### config.mk
export PLATFORM = sky130hd
export DESIGN_NAME = alu_seq
export DESIGN_NICKNAME = d
export VERILOG_FILES = /design/src/rtl/alu_seq.sv
export SDC_FILE = /design/constraint.sdc
export NUM_CORES = 1
export LEC_CHECK = 0
export ABC_AREA = 1
export ABC_CLOCK_PERIOD_IN_PS = 2770
export CAP_MARGIN = 10
export CORE_MARGIN = 2
export CORE_UTILIZATION = 30
export CTS_CLUSTER_SIZE = 24
export DETAILED_ROUTE_END_ITERATION = 8
export HOLD_SLACK_MARGIN = 0.05
export PLACE_DENSITY = 0.52
export SLEW_MARGIN = 10
export SYNTH_ARGS = -nofsm -noshare
export SYNTH_HDL_FRONTEND = slang
export SYNTH_SLANG_ARGS = --single-unit
### constraint.sdc
create_clock -name clk -period 2.77 [get_ports clk]
set_input_delay 0.554 -clock clk [delete_from_list [all_inputs] [get_ports clk]]
set_output_delay 0.554 -clock clk [all_outputs]
set_load 0.03 [all_outputs]
### src/rtl/alu_seq.sv
// Sequential ALU with a valid/ready request handshake, registered result, persistent
// carry/zero flags, carry-chained ADC/SBB, serial shifts and a shift-add multiplier.
module alu_seq #(
   parameter int unsigned WIDTH  = 8,
   parameter int unsigned MUL_EN = 1
) (
   input  logic             clk,
   input  logic             reset,
   input  logic             in_valid,
   output logic             in_ready,
   input  logic [3:0]       alu_func,
   input  logic [WIDTH-1:0] alu_in1,
   input  logic [WIDTH-1:0] alu_in2,
   output logic             out_valid,
   output logic [WIDTH-1:0] result,
   output logic             Carry_f,
   output logic             Zero_f,
   output logic             busy,
   output logic             illegal_op
);

   localparam int unsigned SW = $clog2(WIDTH);
   localparam int unsigned CW = $clog2(WIDTH + 1);
   localparam int unsigned EW = WIDTH + 1;

   localparam logic [3:0] OP_ADD = 4'd0;
   localparam logic [3:0] OP_SUB = 4'd1;
   localparam logic [3:0] OP_AND = 4'd2;
   localparam logic [3:0] OP_OR  = 4'd3;
   localparam logic [3:0] OP_XOR = 4'd4;
   localparam logic [3:0] OP_NOT = 4'd5;
   localparam logic [3:0] OP_ROL = 4'd6;
   localparam logic [3:0] OP_ROR = 4'd7;
   localparam logic [3:0] OP_ADC = 4'd8;
   localparam logic [3:0] OP_SBB = 4'd9;
   localparam logic [3:0] OP_SHL = 4'd10;
   localparam logic [3:0] OP_SHR = 4'd11;
   localparam logic [3:0] OP_MUL = 4'd12;
   localparam logic [3:0] OP_CMP = 4'd13;

   typedef enum logic [1:0] {
      S_IDLE  = 2'd0,
      S_SHIFT = 2'd1,
      S_MUL   = 2'd2
   } state_t;

   state_t           state_q, state_d;
   logic [WIDTH-1:0] a_q, a_d;
   logic [WIDTH-1:0] w_q, w_d;
   logic [WIDTH-1:0] mh_q, mh_d;
   logic [CW-1:0]    cnt_q, cnt_d;
   logic             left_q, left_d;
   logic [WIDTH-1:0] result_q, result_d;
   logic             carry_q, carry_d;
   logic             zero_q, zero_d;
   logic             valid_q, valid_d;
   logic             illegal_q, illegal_d;

   logic [EW-1:0]    ext_c;
   logic [WIDTH-1:0] res_c;
   logic [SW-1:0]    amt_c;
   logic             done_c;
   logic             cflag_c;
   logic             cupd_c;
   logic             ill_c;
   logic             cmp_c;

   // State and datapath registers
   always_ff @(posedge clk or negedge reset) begin
      if (!reset) begin
         state_q   <= S_IDLE;
         a_q       <= '0;
         w_q       <= '0;
         mh_q      <= '0;
         cnt_q     <= '0;
         left_q    <= 1'b0;
         result_q  <= '0;
         carry_q   <= 1'b0;
         zero_q    <= 1'b0;
         valid_q   <= 1'b0;
         illegal_q <= 1'b0;
      end else begin
         state_q   <= state_d;
         a_q       <= a_d;
         w_q       <= w_d;
         mh_q      <= mh_d;
         cnt_q     <= cnt_d;
         left_q    <= left_d;
         result_q  <= result_d;
         carry_q   <= carry_d;
         zero_q    <= zero_d;
         valid_q   <= valid_d;
         illegal_q <= illegal_d;
      end
   end

   // Next-state, datapath and completion logic
   always_comb begin
      state_d   = state_q;
      a_d       = a_q;
      w_d       = w_q;
      mh_d      = mh_q;
      cnt_d     = cnt_q;
      left_d    = left_q;
      result_d  = result_q;
      carry_d   = carry_q;
      zero_d    = zero_q;
      valid_d   = 1'b0;
      illegal_d = 1'b0;
      ext_c     = '0;
      res_c     = '0;
      done_c    = 1'b0;
      cflag_c   = 1'b0;
      cupd_c    = 1'b0;
      ill_c     = 1'b0;
      cmp_c     = 1'b0;
      amt_c     = alu_in2[SW-1:0];

      case (state_q)
         S_IDLE: begin
            if (in_valid) begin
               done_c = 1'b1;
               cupd_c = 1'b1;
               case (alu_func)
                  OP_ADD: begin
                     ext_c   = EW'(alu_in1) + EW'(alu_in2);
                     res_c   = ext_c[WIDTH-1:0];
                     cflag_c = ext_c[WIDTH];
                  end
                  OP_SUB: begin
                     ext_c   = EW'(alu_in1) - EW'(alu_in2);
                     res_c   = ext_c[WIDTH-1:0];
                     cflag_c = ext_c[WIDTH];
                  end
                  OP_AND: res_c = alu_in1 & alu_in2;
                  OP_OR:  res_c = alu_in1 | alu_in2;
                  OP_XOR: res_c = alu_in1 ^ alu_in2;
                  OP_NOT: res_c = ~alu_in1;
                  OP_ROL: begin
                     res_c   = {alu_in1[WIDTH-2:0], alu_in1[WIDTH-1]};
                     cflag_c = alu_in1[WIDTH-1];
                  end
                  OP_ROR: begin
                     res_c   = {alu_in1[0], alu_in1[WIDTH-1:1]};
                     cflag_c = alu_in1[0];
                  end
                  OP_ADC: begin
                     ext_c   = EW'(alu_in1) + EW'(alu_in2) + EW'(carry_q);
                     res_c   = ext_c[WIDTH-1:0];
                     cflag_c = ext_c[WIDTH];
                  end
                  OP_SBB: begin
                     ext_c   = EW'(alu_in1) - EW'(alu_in2) - EW'(carry_q);
                     res_c   = ext_c[WIDTH-1:0];
                     cflag_c = ext_c[WIDTH];
                  end
                  OP_SHL, OP_SHR: begin
                     cupd_c = 1'b0;
                     if (amt_c == '0) begin
                        res_c = alu_in1;
                     end else begin
                        done_c  = 1'b0;
                        w_d     = alu_in1;
                        cnt_d   = CW'(amt_c);
                        left_d  = (alu_func == OP_SHL);
                        state_d = S_SHIFT;
                     end
                  end
                  OP_MUL: begin
                     if (MUL_EN != 0) begin
                        done_c  = 1'b0;
                        cupd_c  = 1'b0;
                        a_d     = alu_in1;
                        w_d     = alu_in2;
                        mh_d    = '0;
                        cnt_d   = CW'(WIDTH);
                        state_d = S_MUL;
                     end else begin
                        ill_c = 1'b1;
                     end
                  end
                  OP_CMP: begin
                     ext_c   = EW'(alu_in1) - EW'(alu_in2);
                     res_c   = alu_in1;
                     cflag_c = ext_c[WIDTH];
                     cmp_c   = 1'b1;
                  end
                  default: ill_c = 1'b1;
               endcase
            end
         end

         S_SHIFT: begin
            if (left_q) begin
               w_d     = {w_q[WIDTH-2:0], 1'b0};
               cflag_c = w_q[WIDTH-1];
            end else begin
               w_d     = {1'b0, w_q[WIDTH-1:1]};
               cflag_c = w_q[0];
            end
            cnt_d = cnt_q - CW'(1);
            if (cnt_q == CW'(1)) begin
               done_c  = 1'b1;
               cupd_c  = 1'b1;
               res_c   = w_d;
               state_d = S_IDLE;
            end
         end

         S_MUL: begin
            // {mh_q, w_q} is the running product; w_q's LSB is the current multiplier bit
            ext_c   = EW'(mh_q) + (w_q[0] ? EW'(a_q) : EW'(0));
            mh_d    = ext_c[WIDTH:1];
            w_d     = {ext_c[0], w_q[WIDTH-1:1]};
            cflag_c = |ext_c[WIDTH:1];
            cnt_d   = cnt_q - CW'(1);
            if (cnt_q == CW'(1)) begin
               done_c  = 1'b1;
               cupd_c  = 1'b1;
               res_c   = w_d;
               state_d = S_IDLE;
            end
         end

         default: state_d = S_IDLE;
      endcase

      if (done_c) begin
         valid_d  = 1'b1;
         result_d = res_c;
         if (ill_c) begin
            illegal_d = 1'b1;
         end else begin
            zero_d = cmp_c ? (ext_c[WIDTH-1:0] == '0) : (res_c == '0);
            if (cupd_c) carry_d = cflag_c;
         end
      end
   end

   assign in_ready   = (state_q == S_IDLE);
   assign busy       = ~in_ready;
   assign out_valid  = valid_q;
   assign result     = result_q;
   assign Carry_f    = carry_q;
   assign Zero_f     = zero_q;
   assign illegal_op = illegal_q;

endmodule

### Clock network drawn from the DEF, run 1

The bar under the picture is 50 um long.
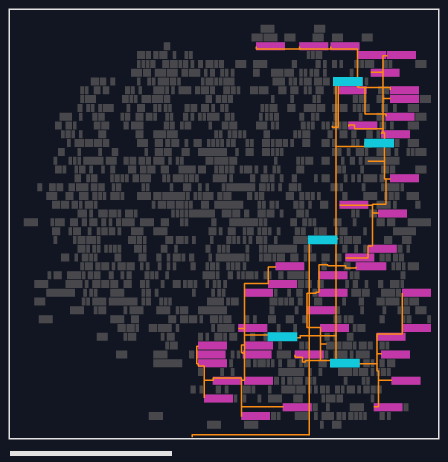
legend:
  flip-flops:
    colour: magenta
    count: 43
  clock wires:
    colour: orange
    length: 681 um
  cells driving clock nets:
    colour: cyan
    count: 5
routed clock nets: 6

### Clock wiring as the flow saved it, run 1

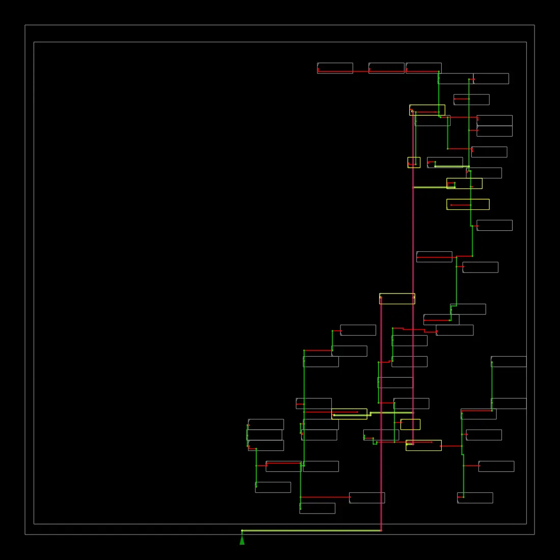
FFs & Latches: 43
clkbuf count: 6
Late-Pin Clk Latency: 0.29 ns

==> impl_metrics.yaml, run 1 <==
# physical design summary
synthesis:
  ys_async_sr_fraction_pct: 100
  syn-cell-area_sq_um: 4930
  synthTopCellsByArea: "dfrtp_1 22%, nand2_1 19%, ha_1 11%"
  synth_seq_share_pct: 21.8
  top_area_cell: "dfrtp_1"
  yosys_most_used_dff: "dfrtp_1"
  ys_sh_aoi_pct: 15.7
  syn_inst: 816
  top_cells_by_count: "255 x nand2_1, 114 x inv_1, 81 x nand3_1, 72 x nor2_1, 65 x o21ai_0"
  postSynthAreaPerCell_sq_um: 6.05
  ys_types: 37
  yosys_area_sq_um: 4930
  synthSimpleGateAreaFrac_pct: 38.6
  synth-xor-area-share_pct: 1.06
  ys_sh_mux_pct: 0
  syn_nets: 885
  yosysWarningCount: 0
  synth.most_common_cell: "nand2_1"
  adder_share_pct: 12.1
  ys_cells: 816
  netlist.area_leader.share_pct: 21.8
  synth_flop_count: 43
cts:
  cts_sinks: 43
  cts_tree: "yes"
  root_buffer: "clkbuf_16"
  ctsHoldBuffers: 0
  path_clk_slew_ns: 0.07
  cts_made_buffers: 5
  clockBufferDepth: 2
global_routing:
  grt_antenna_before_repair: 0
  grt_usage_pct: 21.3
  use_met1_pct: 29.1
  grt_pass1_vias: 5602
  grt_pass1_wl_mm: 29.4
  grtUsageMet3_pct: 1.81
  grt_max_degree: 33
  grt-busiest-layer: "met2"
  grt_use_met2_pct: 35.1
final_timing:
  final-setup-viol-count: 0
  slew_violations: 0
  worstMarginPinSlew_ns: 0.565
  post-route-min-period_ns: 2.67
  rsz0062_at_grt: "yes"
  slew_headroom_pct: 62.3
  timing.final.hold_violations: 0
  fmax_mhz: 375
  period_used_pct: 96.4
pwr:
  clock_power_uw: 718
  p_switching_mw: 2.25
  clkPwrFrac_pct: 14.8
  finalPower_mw: 4.86
  cellPowerDensity_nw_per_um2: 682
  p_comb_share_pct: 62.9
  powerSeq_mw: 1.09
  leakage_nw: 3.73
  worst_ir_drop_vdd_mv: 0.381
  power.internal_mw: 2.61
  power.group.top: "combinational logic"
  swShare_pct: 46.4
  comb-power_mw: 3.06
finish:
  area_delta_synth_final_pct: 44.3
  design_area_sq_um: 7120
  layout.cells.most_common: "nand2_1"
  num-fill-cells: 1764
  postLayoutCoreUtil_pct: 44.5
  inverters_excl_clock: 120
  comb_area_share_pct: 52.5
  drive_gt1_share_pct: 27.3
  antenna_cells: 0
  combGateArea_sq_um: 3740
  seq_area_sq_um: 1080
  comb_cells: 638
  clkCellAreaFrac_pct: 2.49
  final_cell_mix: "234 x nand2_1, 130 x buf_4, 102 x inv_1"
  seq-cell-share_pct: 15.1
  signal_buffers: 169
  nonClkBufAreaFrac_pct: 19.6
  fin_nets: 1046
placed_design:
  io_buffers: 36
  gp_congestion: 0.951
  dpl_cell_area_sq_um: 6420
setup_path:
  reg2reg_to: "Zero_f"
  critPathLaunchType: "input pin"
  critical_path_class: "in -> reg"
  worstSetupEndpointType: "register"
  cp.buffers_inverters: 1
  crit_cells: 17
  cp_top_family: "simple AND/OR/NAND/NOR gates"
  crit_top_cell: "nor2_1"
  worstSetupStartpoint: "alu_in2[0]"
  rr_startpoint: "w_q[0]"
  arrival_ns: 2.90
  reg2reg_slack_ns: 0.20
  slowest_delay_ns: 0.56
  crit_fanout: 4
  cp_cell_sequence: "buf_6, ha_4, fa_1, ha_2, nand3_2, nand3b_1, nor2_4, nor2_1, nand2_1, nand3_2, a21boi_2, nand2_1, nor2_1, nand3_1, nand2_1, nor2_1, nor2_1"
  endpoint: "Zero_f"
  critPathRequiredTime_ns: 3.00
  critical_path.slowest_cell: "fa_1"
  r2r_cells: 18
routing:
  postRouteAntennaNets: 0
  drt_iter0_markers: 444
  via_per_inst: 4.87
  drc: 0
  wire_per_inst_um: 15.4
  met3WireLength_um: 861
  drt-met1-wl_mm: 8.54
  routed_wl_mm: 18.4
  vias: 5817
  met2_length_mm: 8.45
die:
  ioPinCount: 37
  fp_util_pct: 30.8
  num_rows: 46
  die_width_um: 132
  die_h_um: 132
  die_area_sq_um: 17500
  taps: 216
status:
  outcome: "complete, no violations"
job:
  maxCapViolations: 0
  tool_warnings: 48
worst_hold_path:
  hold_path.class: "in -> async"
### Signal wires on met4, run 1

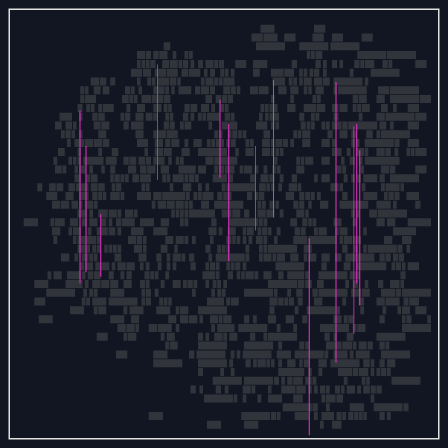
main direction: vertical
nets with wire on the layer: 13
longest straight run: 86.4 um
share of all routed wire: 3.2%

### Signal metal coverage by tile, run 1

The die is cut into 26 by 26 equal tiles; dark blue is low, red is high, scaled to the fullest tile. Values are wire area over tile area, all layers added.
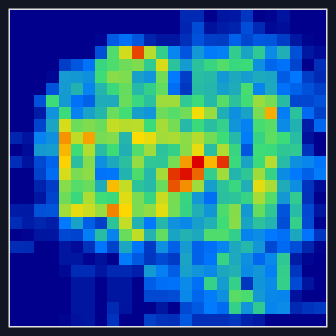
mean over tiles: 0.17
nearly empty tiles: 21%
fullest tile: 0.61
emptiest ninth of the die: bottom left
tiles over half the peak: 19%

[run 1: what timing repair did]
action / CTS / global route
endpoints found under the hold margin: 0 / 0
endpoints found under the setup margin: 9 / 8
pin swaps: 9 / 48
buffers inserted: 4 / 6
resized: 59 / 102
[run 1: stage by stage]
| step | instances | hold WS (ns) | TNS, ns | setup WS [ns] |
|---|---|---|---|---|
| after floorplan | 816 | 0.258 | 0 | 0.116 |
| after global placement | 1176 | 0.452 | -4.84 | -0.701 |
| after detailed placement | 1176 | 0.447 | -5.09 | -0.721 |
| after CTS | 1188 | 0.129 | 0 | 0.000150 |
| after global routing | 1194 | 0.155 | -0.133 | -0.0939 |
| final | 1194 | 0.127 | 0 | 0.100 |
### Placed cells, one colour a class, run 1

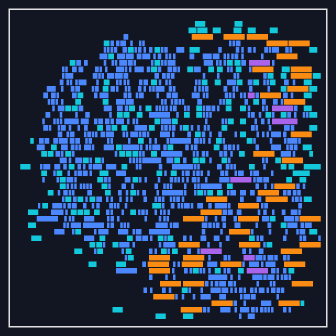

--- run 2 (diff from run 1) ---
- CORE_MARGIN: 2 -> 4
- CORE_UTILIZATION: 30 -> 40
- PLACE_DENSITY: 0.52 -> 0.64
### Placed cells, one colour a class, run 2

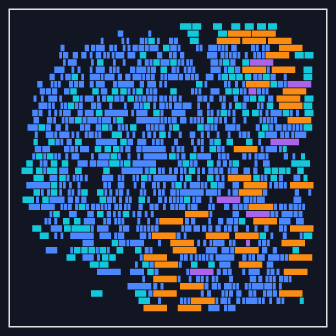
legend:
  flip-flops:
    colour: orange
    cells: 43
    share_of_their_area: 16%
  other buffers and delay cells:
    colour: cyan
    cells: 164
    share_of_their_area: 20%
  all other logic:
    colour: blue
    cells: 758
    share_of_their_area: 62%
  clock drivers and dummy loads:
    colour: purple
    cells: 8
    share_of_their_area: 2.5%

### Clock wiring as the flow saved it, run 2

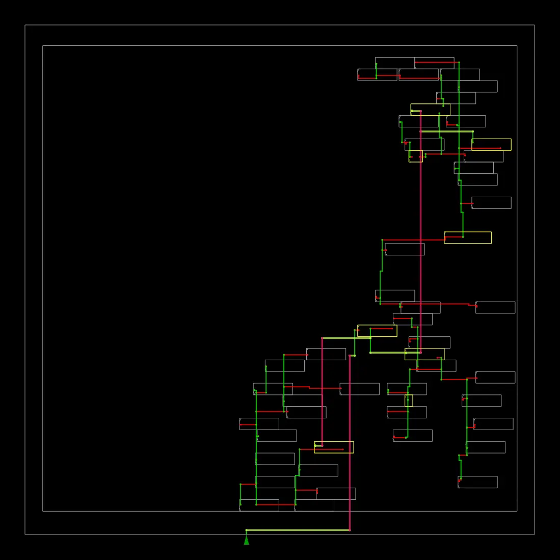
Clock group: 688 uW
Clock Sinks: 43

### Clock network drawn from the DEF, run 2

The bar under the picture is 20 um long.
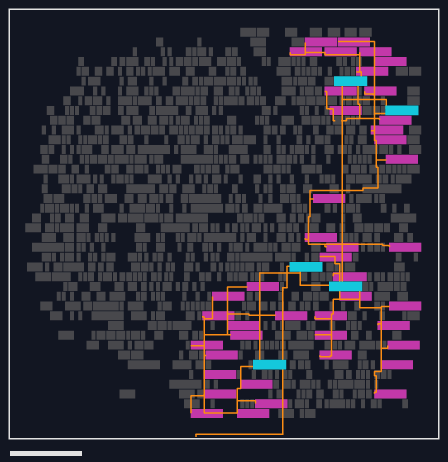
legend:
  clock wires:
    colour: orange
    length: 634 um
  cells driving clock nets:
    colour: cyan
    count: 5
  flip-flops:
    colour: magenta
    count: 43
routed clock nets: 6

==> impl_metrics.yaml, run 2 <==
# physical design summary
finish:
  signal_buffers: 164
  combGateArea_sq_um: 3770
  layout.cells.most_common: "nand2_1"
  comb_area_share_pct: 53.6
  drive_gt1_share_pct: 27.6
  inverters_excl_clock: 120
  nClkBuffers: 5
  fin_nets: 1041
  num-fill-cells: 1175
  nonClkBufAreaFrac_pct: 19.1
  comb_cells: 638
pwr:
  power.internal_mw: 2.58
  clkPwrFrac_pct: 14.2
  comb-power_mw: 3.06
  p_switching_mw: 2.26
  leakage_nw: 3.65
  swShare_pct: 46.8
  p_comb_share_pct: 63.3
  cellPowerDensity_nw_per_um2: 688
  power.group.top: "combinational logic"
  powerSeq_mw: 1.09
die:
  die_h_um: 119
  die_width_um: 119
  ioPinCount: 37
  fp_util_pct: 40.9
synthesis:
  synth_seq_share_pct: 21.8
  ys_types: 37
  yosys_area_sq_um: 4930
  synthTopCellsByArea: "dfrtp_1 22%, nand2_1 19%, ha_1 11%"
  yosysWarningCount: 0
  ys_cells: 816
  ys_async_sr_fraction_pct: 100
  postSynthAreaPerCell_sq_um: 6.05
  syn_inst: 816
setup_path:
  worstSetupEndpointType: "register"
  worstSetupStartpoint: "alu_in2[0]"
  critPathLaunchType: "input pin"
  rr_startpoint: "w_q[0]"
  arrival_ns: 2.92
  critical_path_class: "in -> reg"
  cp_cell_sequence: "buf_2, ha_4, fa_2, ha_4, nand3_2, nand3b_1, nor2_4, nand3_1, nor2_1, inv_1, a21oi_1, o21ai_0, nand3_1, nand3_1, a21oi_1"
  crit_fanout: 4
  reg2reg_slack_ns: 0.15
  critPathRequiredTime_ns: 2.99
  r2r_cells: 19
  slowest_delay_ns: 0.57
routing:
  routed_wl_mm: 17.4
  wire_per_inst_um: 15.2
  via_per_inst: 5.10
  met3WireLength_mm: 1.06
  drc: 0
  postRouteAntennaNets: 0
final_timing:
  fmax_mhz: 369
  slew_violations: 0
  rsz0062_at_grt: "yes"
  worstMarginPinSlew_ns: 0.565
  period_used_pct: 97.8
  timing.final.hold_violations: 0
  layout_setup_ws_ns: 0.0620
  slew_headroom_pct: 62.3
global_routing:
  grt_max_degree: 25
  grt_use_met2_pct: 39.2
  grt_antenna_before_repair: 0
  grt_usage_pct: 24.3
  grt_pass1_wl_mm: 27.8
  use_met1_pct: 33.5
cts:
  path_clk_slew_ns: 0.06
  cts_made_buffers: 5
status:
  outcome: "complete, no violations"
placed_design:
  dpl_cell_area_sq_um: 6340
-- run 2: through the flow --
stage	setup TNS, ns	total power, mW	std cells	utilization, %	hold slack (ns)
final	0	4.84	1141	58.3	0.206
after global routing	-0.0414	5.23	1141	58.3	0.246
after global placement	-4.69	3.91	1124	52.6	0.467
after CTS	0	4.70	1136	55.3	0.223
after detailed placement	-5.18	3.94	1124	52.6	0.479
after floorplan	0	2.87	816	-	0.258
-- run 2: timing repair --
item                                    CTS  global route
hold buffers                              0             0
gates resized                            49           112
cloned                                    0             0
buffers inserted                          4             5
endpoints found under the setup margin    9             6
pin swaps                                10            37
-- run 2: logic make-up after synthesis --
family / synth area share [%]
and+or+nand+nor: 38.6
DFF: 21.8
buffers and inverters: 10.8
adders and majority gates: 12.1
AOI/OAI and AO/OA: 15.7
xor gates and xnor gates: 1.07
--- run 3 (diff from run 2) ---
- CORE_UTILIZATION: 40 -> 55
- PLACE_DENSITY: 0.64 -> 0.82
### Clock network drawn from the DEF, run 3

The bar under the picture is 20 um long.
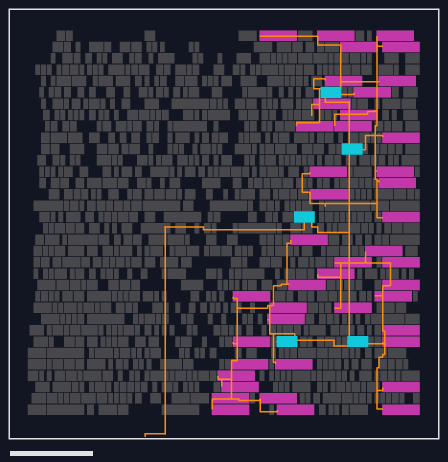
clk_skew: 0.00736 ns
Clock group: 500 uW
Late-Pin Clk Latency: 0.31 ns
clock power share: 10.5%

### Placed cells, one colour a class, run 3

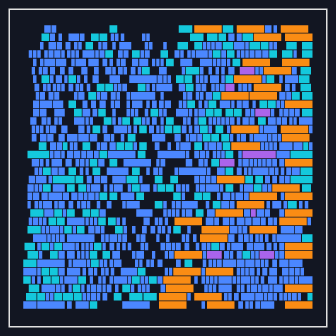
legend:
  clock drivers and dummy loads:
    colour: purple
    cells: 8
    share_of_their_area: 1.6%
  all other logic:
    colour: blue
    cells: 758
    share_of_their_area: 61%
  flip-flops:
    colour: orange
    cells: 43
    share_of_their_area: 16%
  other buffers and delay cells:
    colour: cyan
    cells: 176
    share_of_their_area: 21%

### Signal metal coverage by tile, run 3

The die is cut into 21 by 21 equal tiles; dark blue is low, red is high, scaled to the fullest tile. Values are wire area over tile area, all layers added.
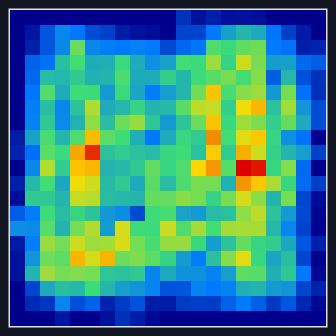
mean over tiles: 0.32
emptiest ninth of the die: top left
fullest tile: 0.88
nearly empty tiles: 12%
tiles over half the peak: 29%

==> impl_metrics.yaml, run 3 <==
# physical design summary
pwr:
  power.group.top: "combinational logic"
  power.internal_mw: 2.41
  worst_ir_drop_vdd_mv: 0.482
  p_comb_share_pct: 66.6
  finalPower_mw: 4.78
  leakage_nw: 3.71
  cellPowerDensity_nw_per_um2: 686
  powerSeq_mw: 1.10
  swShare_pct: 49.7
  p_switching_mw: 2.37
  comb-power_mw: 3.18
  pwr-share-seq_pct: 22.9
setup_path:
  critPathRequiredTime_ns: 3.01
  crit_cells: 19
  critical_path_class: "in -> reg"
  endpoint: "Zero_f"
  critPathLaunchType: "input pin"
  worstSetupStartpoint: "alu_in1[5]"
  slowest_delay_ns: 0.50
  reg2reg_slack_ns: 0.07
  cp_top_family: "simple AND/OR/NAND/NOR gates"
  worstSetupEndpointType: "register"
  arrival_ns: 3.01
  r2r_cells: 16
  rr_startpoint: "w_q[0]"
  cp_cell_sequence: "clkdlybuf4s50_1, inv_2, ha_4, nand2_1, inv_1, nand2_1, nand3_1, nand2_2, nand2_4, inv_2, nand2_1, nand2_1, a21oi_1, nand3_1, nor2_2, nor2_1, nor3_2, nor2_1, nor2_1"
  crit_fanout: 7
final_timing:
  worstMarginPinSlew_ns: 0.957
  fin_tns_setup_ns: 0
  slew_violations: 0
  hold-worst-slack_ns: 0.394
  slew_headroom_pct: 36.2
  rsz0062_at_grt: "yes"
  timing.final.hold_violations: 0
  period_used_pct: 100
  layout_setup_ws_ns: 0.00106
  fmax_mhz: 361
  final-setup-viol-count: 0
routing:
  top_layer: "met4"
  postRouteAntennaNets: 0
  wire_per_inst_um: 17.8
  routed_wl_mm: 19.4
  via_per_inst: 5.89
  met3WireLength_mm: 1.59
  dr.pass1.iters: 6
  drc: 0
  vias: 6438
synthesis:
  syn_inst: 816
  syn_nets: 885
  syn-cell-area_sq_um: 4930
  ys_types: 37
  yosysWarningCount: 0
  ys_cells: 816
  top_area_cell: "dfrtp_1"
  synthTopCellsByArea: "dfrtp_1 22%, nand2_1 19%, ha_1 11%"
  netlist.area_leader.share_pct: 21.8
  yosys_area_sq_um: 4930
  yosys_most_used_dff: "dfrtp_1"
  postSynthAreaPerCell_sq_um: 6.05
  synth_seq_share_pct: 21.8
  synth.most_common_cell: "nand2_1"
  edf_count: 0
  top_cells_by_count: "255 x nand2_1, 114 x inv_1, 81 x nand3_1, 72 x nor2_1, 65 x o21ai_0"
  ys_async_sr_fraction_pct: 100
global_routing:
  grt_max_degree: 44
  use_met1_pct: 44.6
  grt_pass1_vias: 6272
  grt_usage_pct: 36.8
  gr-total-overflow: 0
  grt-busiest-layer: "met2"
  grt_use_met2_pct: 63.7
  grt_antenna_before_repair: 0
  grtUsageMet3_pct: 3.86
  grt_pass1_wl_mm: 30.4
status:
  outcome: "complete, no violations"
finish:
  nClkBuffers: 5
  drive_gt1_share_pct: 27.8
  seq-cell-share_pct: 15.5
  final_cell_mix: "229 x nand2_1, 136 x buf_4, 99 x inv_1, 65 x nand3_1, 61 x o21ai_0"
  largest_cell_class: "combinational gates"
  postLayoutCoreUtil_pct: 79.8
  num-fill-cells: 612
  nonClkBufAreaFrac_pct: 21.1
  fin_nets: 1053
  design_area_sq_um: 6960
  comb_area_share_pct: 53.4
  fin_cells: 1093
  combGateArea_sq_um: 3720
  layout.cells.most_common: "nand2_1"
  comb_cells: 638
  area_delta_synth_final_pct: 41.1
  inverters_excl_clock: 120
  signal_buffers: 176
job:
  maxCapViolations: 0
  tool_warnings: 48
placed_design:
  dp_slack_ns: -0.807
  dpl_cell_area_sq_um: 6330
  dp.cells: 1073
  io_buffers: 36
  hpwl_mm: 14.8
die:
  die_h_um: 103
  core_region_area_sq_um: 8720
  num_rows: 34
  taps: 108
  die_width_um: 103
  ioPinCount: 37
  fp_util_pct: 56.6
cts:
  cts_sinks: 43
  cts_made_buffers: 5
  cts_tree: "yes"
  path_clk_slew_ns: 0.08
  ctsHoldBuffers: 0
==> run 3: cell counts after synthesis <==
Identical to the previous run, type by type.
==> run 3: what timing repair did <==
item	CTS	global route
gates resized	75	82
setup buffers	4	8
pin swaps	21	38
setup endpoints to repair	9	5
==> run 3: cell families after synthesis <==
| group | after synthesis | share of synthesized area [%] |
|---|---|---|
| AND/OR/NAND/NOR | 450 | 38.6 |
| AND-OR/OR-AND | 136 | 15.7 |
| buffers and inverters | 135 | 10.8 |
| adder cells (fa/ha/maj) | 46 | 12.1 |
| flip-flops | 43 | 21.8 |
| XOR/XNOR | 6 | 1.07 |
Power and IR drop assume default switching activity.
